<file path="config.mk">
export PLATFORM = sky130hd
export DESIGN_NAME = sdram_host_arbiter_flat
export DESIGN_NICKNAME = d
export VERILOG_FILES = /design/src/rtl/sdram_arb_pkg.sv /design/src/rtl/sdram_host_arbiter_if.sv /design/src/rtl/sdram_arb_port.sv /design/src/rtl/sdram_host_arbiter.sv /design/src/flat_wrapper.sv
export SDC_FILE = /design/constraint.sdc
export NUM_CORES = 1
export LEC_CHECK = 0
export CORE_MARGIN = 2
export CORE_UTILIZATION = 43
export DETAILED_ROUTE_END_ITERATION = 6
export HOLD_SLACK_MARGIN = 0.12
export PLACE_DENSITY = 0.77
export SLEW_MARGIN = 10
export SYNTH_ARGS = -nofsm -noshare
export SYNTH_HDL_FRONTEND = slang
export SYNTH_SLANG_ARGS = --single-unit
</file>
<file path="constraint.sdc">
create_clock -name clk -period 1.8 [get_ports clk]
set_input_delay 0.18 -clock clk [delete_from_list [all_inputs] [get_ports clk]]
set_output_delay 0.18 -clock clk [all_outputs]
set_load 0.005 [all_outputs]
</file>
<file path="src/rtl/sdram_arb_pkg.sv">
// Shared types for the two-port SDRAM host arbiter: FSM states and request op encoding.
package sdram_arb_pkg;

  typedef enum logic [1:0] {
    IDLE      = 2'd0,
    ISSUE     = 2'd1,
    WAIT_ACK  = 2'd2,
    WAIT_DONE = 2'd3
  } arb_state_t;

  typedef enum logic {
    OP_RD = 1'b0,
    OP_WR = 1'b1
  } op_t;

endpackage

</file>
<file path="src/rtl/sdram_host_arbiter_if.sv">
// Host-side bus between the arbiter (master) and the single SDRAM controller (slave).
interface sdram_host_arbiter_if #(
    parameter int HADDR_WIDTH = 24,
    parameter int DATA_WIDTH  = 16
);

    // Handshake: the master pulses rd_enable or wr_enable for exactly one cycle with
    // haddr/data_input stable; the slave raises busy while the op runs and the op is
    // complete on the first cycle busy is low again, when data_output is valid for reads.
    logic [HADDR_WIDTH-1:0] haddr;
    logic [DATA_WIDTH-1:0]  data_input;
    logic [DATA_WIDTH-1:0]  data_output;
    logic                   busy;
    logic                   rd_enable;
    logic                   wr_enable;

    modport master (
        output haddr,
        output data_input,
        output rd_enable,
        output wr_enable,
        input  data_output,
        input  busy
    );

    modport slave (
        input  haddr,
        input  data_input,
        input  rd_enable,
        input  wr_enable,
        output data_output,
        output busy
    );

endinterface

</file>
<file path="src/rtl/sdram_arb_port.sv">
// One requester slot: latches a single request, then reports busy, read data,
// read-valid and timeout-error back to that requester.
module sdram_arb_port
    import sdram_arb_pkg::*;
#(
    parameter int HADDR_WIDTH = 24,
    parameter int DATA_WIDTH  = 16
) (
    input  logic                   clk,
    input  logic                   rst_n,
    input  logic                   rd_enable,
    input  logic                   wr_enable,
    input  logic [HADDR_WIDTH-1:0] haddr,
    input  logic [DATA_WIDTH-1:0]  wdata,
    input  logic                   grant,
    input  logic                   done,
    input  logic                   abort,
    input  logic [DATA_WIDTH-1:0]  data_output,
    output logic                   pending,
    output logic [HADDR_WIDTH-1:0] req_haddr,
    output logic [DATA_WIDTH-1:0]  req_wdata,
    output op_t                    req_op,
    output logic                   busy,
    output logic [DATA_WIDTH-1:0]  rdata,
    output logic                   rvalid,
    output logic                   err
);

    always_ff @(posedge clk or negedge rst_n) begin
        if (!rst_n) begin
            pending   <= 1'b0;
            req_haddr <= '0;
            req_wdata <= '0;
            req_op    <= OP_RD;
            busy      <= 1'b0;
            rdata     <= '0;
            rvalid    <= 1'b0;
            err       <= 1'b0;
        end else begin
            rvalid <= 1'b0;
            err    <= 1'b0;
            if (!busy && (rd_enable || wr_enable)) begin
                // Write wins when both strobes arrive together.
                pending   <= 1'b1;
                busy      <= 1'b1;
                req_haddr <= haddr;
                req_wdata <= wdata;
                req_op    <= wr_enable ? OP_WR : OP_RD;
            end else if (busy) begin
                if (grant) begin
                    pending <= 1'b0;
                end
                if (done) begin
                    busy <= 1'b0;
                    if (req_op == OP_RD) begin
                        rdata  <= data_output;
                        rvalid <= 1'b1;
                    end
                end else if (abort) begin
                    busy <= 1'b0;
                    err  <= 1'b1;
                end
            end
        end
    end

endmodule

</file>
<file path="src/rtl/sdram_host_arbiter.sv">
// Round-robin arbiter sharing one SDRAM controller host interface between two ports;
// one controller op in flight, with an ack timeout if the controller never goes busy.
module sdram_host_arbiter
    import sdram_arb_pkg::*;
#(
    parameter int HADDR_WIDTH  = 24,
    parameter int DATA_WIDTH   = 16,
    parameter int ACK_TO_WIDTH = 4
) (
    input  logic                   clk,
    input  logic                   rst_n,
    input  logic [HADDR_WIDTH-1:0] p0_haddr,
    input  logic [DATA_WIDTH-1:0]  p0_wdata,
    input  logic                   p0_rd_enable,
    input  logic                   p0_wr_enable,
    output logic                   p0_busy,
    output logic [DATA_WIDTH-1:0]  p0_rdata,
    output logic                   p0_rvalid,
    output logic                   p0_err,
    input  logic [HADDR_WIDTH-1:0] p1_haddr,
    input  logic [DATA_WIDTH-1:0]  p1_wdata,
    input  logic                   p1_rd_enable,
    input  logic                   p1_wr_enable,
    output logic                   p1_busy,
    output logic [DATA_WIDTH-1:0]  p1_rdata,
    output logic                   p1_rvalid,
    output logic                   p1_err,
    sdram_host_arbiter_if.master   host,
    output arb_state_t             state_dbg
);

    localparam logic [ACK_TO_WIDTH-1:0] CNT_ONE = 1;

    arb_state_t              state;
    logic                    owner;
    logic                    last_grant;
    logic [ACK_TO_WIDTH-1:0] cnt;
    logic [ACK_TO_WIDTH-1:0] cnt_inc;
    logic [HADDR_WIDTH-1:0]  haddr_q;
    logic [DATA_WIDTH-1:0]   data_input_q;
    logic                    rd_enable_q;
    logic                    wr_enable_q;

    logic                    pend0, pend1;
    logic [HADDR_WIDTH-1:0]  req_haddr0, req_haddr1, sel_haddr;
    logic [DATA_WIDTH-1:0]   req_wdata0, req_wdata1, sel_wdata;
    op_t                     req_op0, req_op1, sel_op;
    logic                    grant_valid, grant_sel;
    logic                    op_done, abort_hit;

    // Both pending: the port not served last time goes first.
    always_comb begin
        grant_sel = 1'b0;
        if (pend0 && pend1) begin
            grant_sel = ~last_grant;
        end else if (pend1) begin
            grant_sel = 1'b1;
        end
    end

    assign grant_valid = (state == IDLE) && (pend0 || pend1);
    assign sel_haddr   = grant_sel ? req_haddr1 : req_haddr0;
    assign sel_wdata   = grant_sel ? req_wdata1 : req_wdata0;
    assign sel_op      = grant_sel ? req_op1 : req_op0;
    assign cnt_inc     = cnt + CNT_ONE;
    assign op_done     = (state == WAIT_DONE) && !host.busy;
    assign abort_hit   = (state == WAIT_ACK) && !host.busy && (cnt_inc == '1);

    always_ff @(posedge clk or negedge rst_n) begin
        if (!rst_n) begin
            state        <= IDLE;
            owner        <= 1'b0;
            last_grant   <= 1'b1;
            cnt          <= '0;
            haddr_q      <= '0;
            data_input_q <= '0;
            rd_enable_q  <= 1'b0;
            wr_enable_q  <= 1'b0;
        end else begin
            case (state)
                IDLE: begin
                    if (grant_valid) begin
                        state        <= ISSUE;
                        owner        <= grant_sel;
                        last_grant   <= grant_sel;
                        haddr_q      <= sel_haddr;
                        data_input_q <= sel_wdata;
                        rd_enable_q  <= (sel_op == OP_RD);
                        wr_enable_q  <= (sel_op == OP_WR);
                    end
                end
                ISSUE: begin
                    rd_enable_q <= 1'b0;
                    wr_enable_q <= 1'b0;
                    cnt         <= '0;
                    state       <= host.busy ? WAIT_DONE : WAIT_ACK;
                end
                WAIT_ACK: begin
                    if (host.busy) begin
                        state <= WAIT_DONE;
                    end else if (abort_hit) begin
                        state <= IDLE;
                    end else begin
                        cnt <= cnt_inc;
                    end
                end
                WAIT_DONE: begin
                    if (!host.busy) begin
                        state <= IDLE;
                    end
                end
                default: state <= IDLE;
            endcase
        end
    end

    assign host.haddr      = haddr_q;
    assign host.data_input = data_input_q;
    assign host.rd_enable  = rd_enable_q;
    assign host.wr_enable  = wr_enable_q;
    assign state_dbg       = state;

    sdram_arb_port #(
        .HADDR_WIDTH (HADDR_WIDTH),
        .DATA_WIDTH  (DATA_WIDTH)
    ) u_port0 (
        .clk         (clk),
        .rst_n       (rst_n),
        .rd_enable   (p0_rd_enable),
        .wr_enable   (p0_wr_enable),
        .haddr       (p0_haddr),
        .wdata       (p0_wdata),
        .grant       (grant_valid && !grant_sel),
        .done        (op_done && !owner),
        .abort       (abort_hit && !owner),
        .data_output (host.data_output),
        .pending     (pend0),
        .req_haddr   (req_haddr0),
        .req_wdata   (req_wdata0),
        .req_op      (req_op0),
        .busy        (p0_busy),
        .rdata       (p0_rdata),
        .rvalid      (p0_rvalid),
        .err         (p0_err)
    );

    sdram_arb_port #(
        .HADDR_WIDTH (HADDR_WIDTH),
        .DATA_WIDTH  (DATA_WIDTH)
    ) u_port1 (
        .clk         (clk),
        .rst_n       (rst_n),
        .rd_enable   (p1_rd_enable),
        .wr_enable   (p1_wr_enable),
        .haddr       (p1_haddr),
        .wdata       (p1_wdata),
        .grant       (grant_valid && grant_sel),
        .done        (op_done && owner),
        .abort       (abort_hit && owner),
        .data_output (host.data_output),
        .pending     (pend1),
        .req_haddr   (req_haddr1),
        .req_wdata   (req_wdata1),
        .req_op      (req_op1),
        .busy        (p1_busy),
        .rdata       (p1_rdata),
        .rvalid      (p1_rvalid),
        .err         (p1_err)
    );

endmodule

</file>
<file path="src/flat_wrapper.sv">
// flat-port wrapper written by rule: the top's interface ports become plain ports
module sdram_host_arbiter_flat import sdram_arb_pkg::*;
#(
    parameter int HADDR_WIDTH  = 24,
    parameter int DATA_WIDTH   = 16,
    parameter int ACK_TO_WIDTH = 4
)
  (clk, rst_n, p0_haddr, p0_wdata, p0_rd_enable, p0_wr_enable, p0_busy, p0_rdata, p0_rvalid, p0_err, p1_haddr, p1_wdata, p1_rd_enable, p1_wr_enable, p1_busy, p1_rdata, p1_rvalid, p1_err, state_dbg, host_haddr, host_data_input, host_rd_enable, host_wr_enable, host_data_output, host_busy);
  sdram_host_arbiter_if #(.HADDR_WIDTH(HADDR_WIDTH), .DATA_WIDTH(DATA_WIDTH)) host_i ();
  input  logic clk;
  input  logic rst_n;
  input  logic [HADDR_WIDTH-1:0] p0_haddr;
  input  logic [DATA_WIDTH-1:0] p0_wdata;
  input  logic p0_rd_enable;
  input  logic p0_wr_enable;
  output logic p0_busy;
  output logic [DATA_WIDTH-1:0] p0_rdata;
  output logic p0_rvalid;
  output logic p0_err;
  input  logic [HADDR_WIDTH-1:0] p1_haddr;
  input  logic [DATA_WIDTH-1:0] p1_wdata;
  input  logic p1_rd_enable;
  input  logic p1_wr_enable;
  output logic p1_busy;
  output logic [DATA_WIDTH-1:0] p1_rdata;
  output logic p1_rvalid;
  output logic p1_err;
  output arb_state_t state_dbg;
  output wire logic [$bits(host_i.haddr)-1:0] host_haddr;
  output wire logic [$bits(host_i.data_input)-1:0] host_data_input;
  output wire logic [$bits(host_i.rd_enable)-1:0] host_rd_enable;
  output wire logic [$bits(host_i.wr_enable)-1:0] host_wr_enable;
  input wire logic [$bits(host_i.data_output)-1:0] host_data_output;
  input wire logic [$bits(host_i.busy)-1:0] host_busy;
  assign host_haddr = host_i.haddr;
  assign host_data_input = host_i.data_input;
  assign host_rd_enable = host_i.rd_enable;
  assign host_wr_enable = host_i.wr_enable;
  assign host_i.data_output = host_data_output;
  assign host_i.busy = host_busy;
  sdram_host_arbiter #(.HADDR_WIDTH(HADDR_WIDTH), .DATA_WIDTH(DATA_WIDTH), .ACK_TO_WIDTH(ACK_TO_WIDTH)) u_core (.clk(clk), .rst_n(rst_n), .p0_haddr(p0_haddr), .p0_wdata(p0_wdata), .p0_rd_enable(p0_rd_enable), .p0_wr_enable(p0_wr_enable), .p0_busy(p0_busy), .p0_rdata(p0_rdata), .p0_rvalid(p0_rvalid), .p0_err(p0_err), .p1_haddr(p1_haddr), .p1_wdata(p1_wdata), .p1_rd_enable(p1_rd_enable), .p1_wr_enable(p1_wr_enable), .p1_busy(p1_busy), .p1_rdata(p1_rdata), .p1_rvalid(p1_rvalid), .p1_err(p1_err), .host(host_i), .state_dbg(state_dbg));
endmodule
</file>
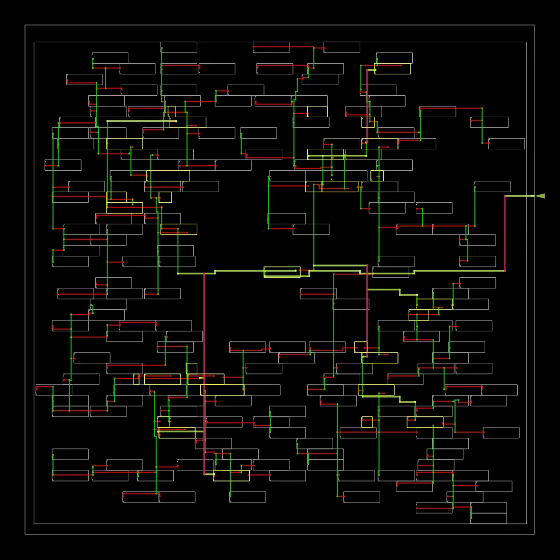
*Clock nets, run 1*
clk_buf instances: 21
clk sinks: 172
TritonCTS buffer count: 17
Flops: 172

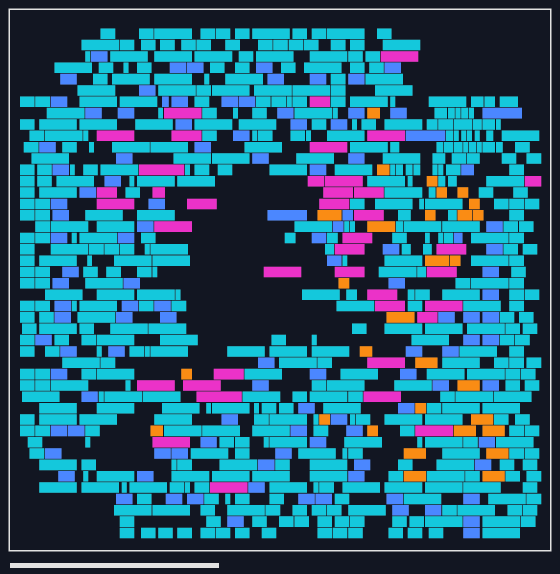
*Cell sizes after repair, run 1*
Bar = 50 um.
Key: magenta = _6 and larger [cells 39, share 5.7%, most used clkbuf_16]; blue = _2 cells [cells 115, share 17%, most used mux2_2]; cyan = _0 and _1 cells [cells 496, share 73%, most used clkdlybuf4s50_1]; orange = _3 and _4 cells [cells 30, share 4.4%, most used buf_4]

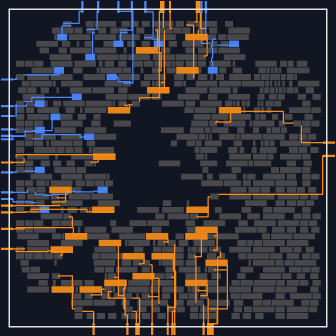
*I/O nets highlighted, run 1*
Key: orange = host_haddr [direction output, end cells 24, buffers 24, wire 910 um]; blue = p0_wdata [direction input, end cells 16, buffers 16, wire 376 um]

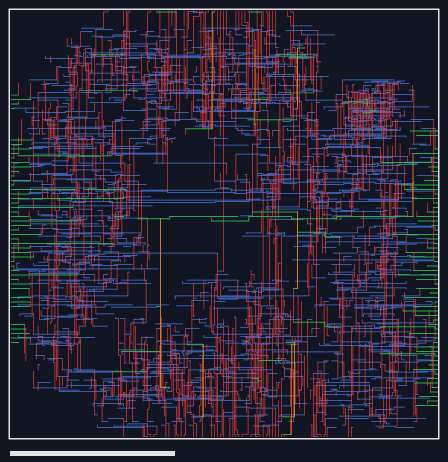
*Signal wires by layer, run 1*
Bar = 50 um.
Key: red = metal 2 [wire length 7800 um]; green = metal 3 [wire length 945 um]; orange = metal 4 [wire length 241 um]; blue = metal 1 [wire length 7100 um]

==> impl_metrics.ini, run 1 <==
; generated from flow reports
[final_timing]
fin_crit_ns = 1.71
hold_ws_ns = 0.294
rsz0062_at_grt = no
setup_tns_ns = 0
setup_viol = 0

[floorplan]
fp_util_pct = 44.2
die-area_mm2 = 0.0168
die_w_um = 129

[routing]
drc = 0
wl_met3_um = 945
routed.top_layer = met4
dr.pass1.iters = 6

[worst_setup_path]
cp-end-kind = output port
cp_top_family = buffers and inverters
crit_type = flip-flop to output port
cp-start-kind = flip-flop
crit_fanout = 10
cp.required_ns = 1.62
cp_num_buf_inv = 2

[yosys]
yosysUniqueCellTypes = 42
yosys_area_mm2 = 0.00677
yosysTopAreaCell = dfrtp_1
synth-adder-area-share_pct = 0.370
postSynthSeqShare_pct = 63.6
synth-edff-count = 0
ys_sh_xor_pct = 0
top_area_share_pct = 63.2
synthCells = 467
ys_async_sr_fraction_pct = 100

[pwr]
p_comb_share_pct = 35.7
p_switching_uw = 4720
vdd_ir_drop_max_uv = 851
power_density_mw_per_mm2 = 1680
netSwitchingFraction_pct = 28.7

[final_layout]
lay_top_cells = 183 x clkdlybuf4s50_1, 169 x dfrtp_1, 105 x mux2_2, 44 x inv_1, 40 x a222oi_1
instances_no_fill = 891
nNetsFinal = 772
post-route-util_pct = 63.7

[global_routing]
grt.busiest_layer = met2
grt_pass1_vias = 4908

[status]
status = finished clean

[cts]
clockBufferDepth = 2
clk_pin_slew_ns = 0.06
cts_tree = yes

[placed_design]
dp_cells = 858

[flow_run]
openroad.warnings = 27
==> run 1: power by group through the flow <==
stage,Clock [uW],Combinational (uW),Sequential (uW)
6_report,3700,5850,6870
5_1_grt,3960,6330,7070
4_1_cts,3790,5930,6850
3_5_place_dp,0,5900,6900
3_3_place_gp,0,5670,6790
2_1_floorplan,0,2980,6670
==> run 1: through the flow <==
stage	worst slack (ns)	total power [uW]
floorplan	0.0365	9650
global placement	-0.102	12500
detailed placement	-0.0994	12800
CTS	0.0541	16600
global route	0.00593	17400
finish	0.0862	16400
==> run 1: worst reg2reg max path, cell delays in order (launching register included) <==
cell and delay [ns]:
dfrtp_2 0.44, inv_1 0.11, ha_1 0.21, o2111ai_1 0.21, and2_1 0.25, a221o_1 0.34
==> run 1: path summary, 6_finish.rpt <==
path,startpoint,slack [ns],to
hold reg to reg,u_core.u_port1.req_haddr[8]$_DFFE_PN0P_,0.48,u_core.host.haddr[8]$_DFFE_PN0P_
hold / removal,rst_n,0.29,u_core.cnt[2]$_DFFE_PN0P_
setup reg to reg,u_core.cnt[0]$_DFFE_PN0P_,0.12,u_core.cnt[1]$_DFFE_PN0P_
min in group clk,p1_haddr[19],0.37,u_core.u_port1.req_haddr[19]$_DFFE_PN0P_
setup / recovery,u_core.state_dbg[0]$_DFFE_PN0P_,0.09,state_dbg[0]
max in group asynchronous,rst_n,0.87,u_core.u_port1.req_haddr[8]$_DFFE_PN0P_
==> run 1: final cells by class <==
type / count / area, um2
multi-input cells: 223 / 2210
fillers: 1102 / 5560
inverters: 44 / 165
clock inverters: 11 / 135
well taps: 211 / 264
flip-flops and latches: 172 / 4310
repair buffers: 209 / 2210
clock buffers: 21 / 470
## Run 2: what changed since run 1
--- a/config.mk
+++ b/config.mk
@@ -6,8 +6,10 @@
 export NUM_CORES = 1
 export LEC_CHECK = 0
 export CORE_MARGIN = 2
-export CORE_UTILIZATION = 43
+export CORE_UTILIZATION = 45
+export CTS_CLUSTER_SIZE = 24
 export DETAILED_ROUTE_END_ITERATION = 6
+export GPL_TIMING_DRIVEN = 0
 export HOLD_SLACK_MARGIN = 0.12
 export PLACE_DENSITY = 0.77
 export SLEW_MARGIN = 10
==> constraint.sdc (replaced) <==
create_clock -name clk -period 1.9 [get_ports clk]
set_input_delay 0.19 -clock clk [delete_from_list [all_inputs] [get_ports clk]]
set_output_delay 0.19 -clock clk [all_outputs]
set_load 0.005 [all_outputs]
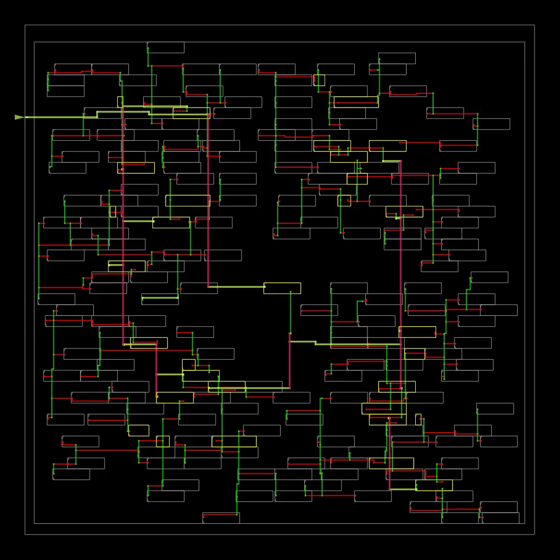
*Clock nets, run 2*
Late-Pin Clk Latency: 0.42 ns
clk_buf instances: 23
Clock Skew: 0.00889 ns
P_clk: 3830 uW

==> run 2 against run 1 <==
Utilization up 3.0 points. Setup slack worse by 0.083 ns. Global-route usage up 1.4 points. Sequential share of layout area up 0.078 points. Critical path type is now flip-flop to flip-flop. Critical endpoint is now u_core.u_port0.rdata[7]$_DFFE_PN0P_. Largest cell class unchanged.
==> impl_metrics.ini, run 2 <==
; generated from flow reports
[worst_setup_path]
r2r_end = u_core.u_port0.rdata[7]$_DFFE_PN0P_
crit_fanout = 8
cp_num_buf_inv = 3
r2r_slack_ns = 0.003
cp_top_family = simple AND/OR/NAND/NOR gates
crit_type = flip-flop to flip-flop
crit_chain = buf_6 -> and2b_4 -> nand2_4 -> or3_4 -> buf_8 -> clkbuf_16 -> mux2_4
cp-endpoint = u_core.u_port0.rdata[7]$_DFFE_PN0P_
cp-start-kind = flip-flop
r2r-start = u_core.state_dbg[1]$_DFFE_PN0P_
worstPathArrival_ns = 2.20
cp-end-kind = flip-flop
cp.required_ns = 2.20
crit_start = u_core.state_dbg[1]$_DFFE_PN0P_
cp.depth = 7

[pwr]
power_density_mw_per_mm2 = 1630
netSwitchingFraction_pct = 27.9
p_seq_share_pct = 40.9
finalPower_uw = 15800
power_leakage_uw = 0.00442
vdd_ir_drop_max_uv = 725
p_comb_share_pct = 34.9
p_switching_uw = 4420

[yosys]
yosysTopAreaCell = dfrtp_1
synthCells = 467
ys_async_sr_fraction_pct = 100
synth-edff-count = 0
ys_seq_elements = 172
yosys_area_mm2 = 0.00677
topCellsByArea = dfrtp_1 63%, mux2_2 17%, a222oi_1 5.9%, inv_1 2.4%, mux2_4 2.0%
yosysUniqueCellTypes = 42
top_area_share_pct = 63.2
synth_area_mm2 = 0.00677
postSynthSeqShare_pct = 63.6

[floorplan]
fp_util_pct = 46.4
die_w_um = 127
die-area_mm2 = 0.0160
die_y_um = 127

[final_timing]
fin_crit_ns = 1.90
slew_viol_final = 0
rsz0062_at_grt = yes
finalHoldViolCount = 0
layout_setup_ws_ns = 0.00278
fmax_mhz = 527
setup_viol = 0
slew_headroom_pct = 49.6
setup_tns_ns = 0
period_used_pct = 99.9

[flow_run]
openroad.warnings = 31
max_cap_violations = 0

[global_routing]
grt_pass1_vias = 5058
grt_overflow = 0
grt_usage_pct = 21.0
grt_pass1_wl_um = 26300

[worst_hold_path]
worstHoldEndpoint = u_core.u_port0.req_wdata[6]$_DFFE_PN0P_
min_path_cells = 2
min_path_type = input pin to flip-flop
hold_start = p0_wdata[6]

[final_layout]
synthToLayoutAreaGrowth_pct = 43.9
post-route-util_pct = 66.7
nNetsFinal = 791
fillCellCount = 1001
lay_top_cells = 183 x clkdlybuf4s50_1, 170 x dfrtp_1, 105 x mux2_2, 44 x inv_1, 40 x a222oi_1

[placed_design]
pre_cts_ws_ns = -0.540
portBuffers = 184
hpwl_um = 11600

[routing]
dr_total_vias = 4757
vias_per_cell = 5.39
dr.pass1.iters = 6
drt_first_iter_violations = 357
routed_wl_um = 16600
wl_per_cell_um = 18.9
drc = 0

[cts]
cts_buffers = 17
clockBufferDepth = 2
root_buffer = clkbuf_16
clk_pin_slew_ns = 0.06
clkSinkCount = 172
cts_tree = yes

[status]
status = finished clean
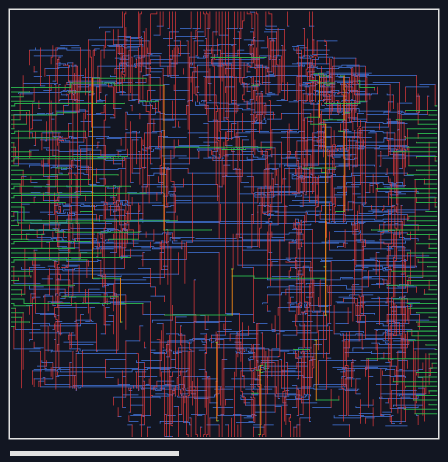
*Signal wires by layer, run 2*
Bar = 50 um.
Key: red = metal 2 [wire length 8200 um]; blue = metal 1 [wire length 6630 um]; green = metal 3 [wire length 1530 um]; orange = metal 4 [wire length 295 um]

-- run 2: cell counts after synthesis --
Identical to the previous run, type by type.
-- run 2: area by class of cell --
| type | instances | area [um2] | area share [%] |
|---|---|---|---|
| clock buffer | 23 | 478 | 4.91 |
| inverter | 44 | 165 | 1.70 |
| sequential | 172 | 4310 | 44.2 |
| multi-input combinational | 223 | 2190 | 22.5 |
| clock inverter | 9 | 184 | 1.89 |
| buffer | 27 | 166 | 1.71 |
| tap | 184 | 230 | 2.36 |
| timing repair buffer | 201 | 2010 | 20.7 |
-- run 2: cells by family (layout without fill, tap and decap cells) --
family / count (synthesis) / after routing / synth area share, %
mux: 115 / 115 / 19.6
buf+inv: 72 / 304 / 4.33
fa+ha+maj: 2 / 2 / 0.370
compound gates: 63 / 63 / 8.45
flops: 172 / 172 / 63.6
simple gates: 43 / 43 / 3.61
-- run 2: power by group through the flow --
stage               Sequential, uW  Clock, uW  Combinational [uW]
floorplan                     6320          0                2820
finish                        6480       3830                5520
global placement              6390          0                5190
detailed placement            6500          0                5360
CTS                           6460       3920                5430
global route                  6690       4080                6000
-- run 2: metrics by stage --
stage	hold slack, ns	cells	cell area, um2
global route	0.371	883	9740
finish	0.375	883	9740
CTS	0.359	870	9590
floorplan	-0.106	467	6770
global placement	0.459	835	8840
detailed placement	0.285	836	8870
-- run 2: metal layers --
metal | share of wire, % | global-route usage (%)
met1 | 40 | 25.5
met2 | 49 | 35.2
met3 | 9.2 | 7.34
met4 | 1.8 | 7.11
met5 | 0 | 0
-- run 2: timing repair --
item / in CTS / in global routing
gates cloned: 0 / 1
pin swaps: 1 / 5
resized: 19 / 19
hold endpoints to repair: 101 / 0
endpoints found under the setup margin: 128 / 47
hold buffers: 1 / 0
setup buffers: 1 / 13
No activity file was given, so power comes from the tool's default toggle rates.
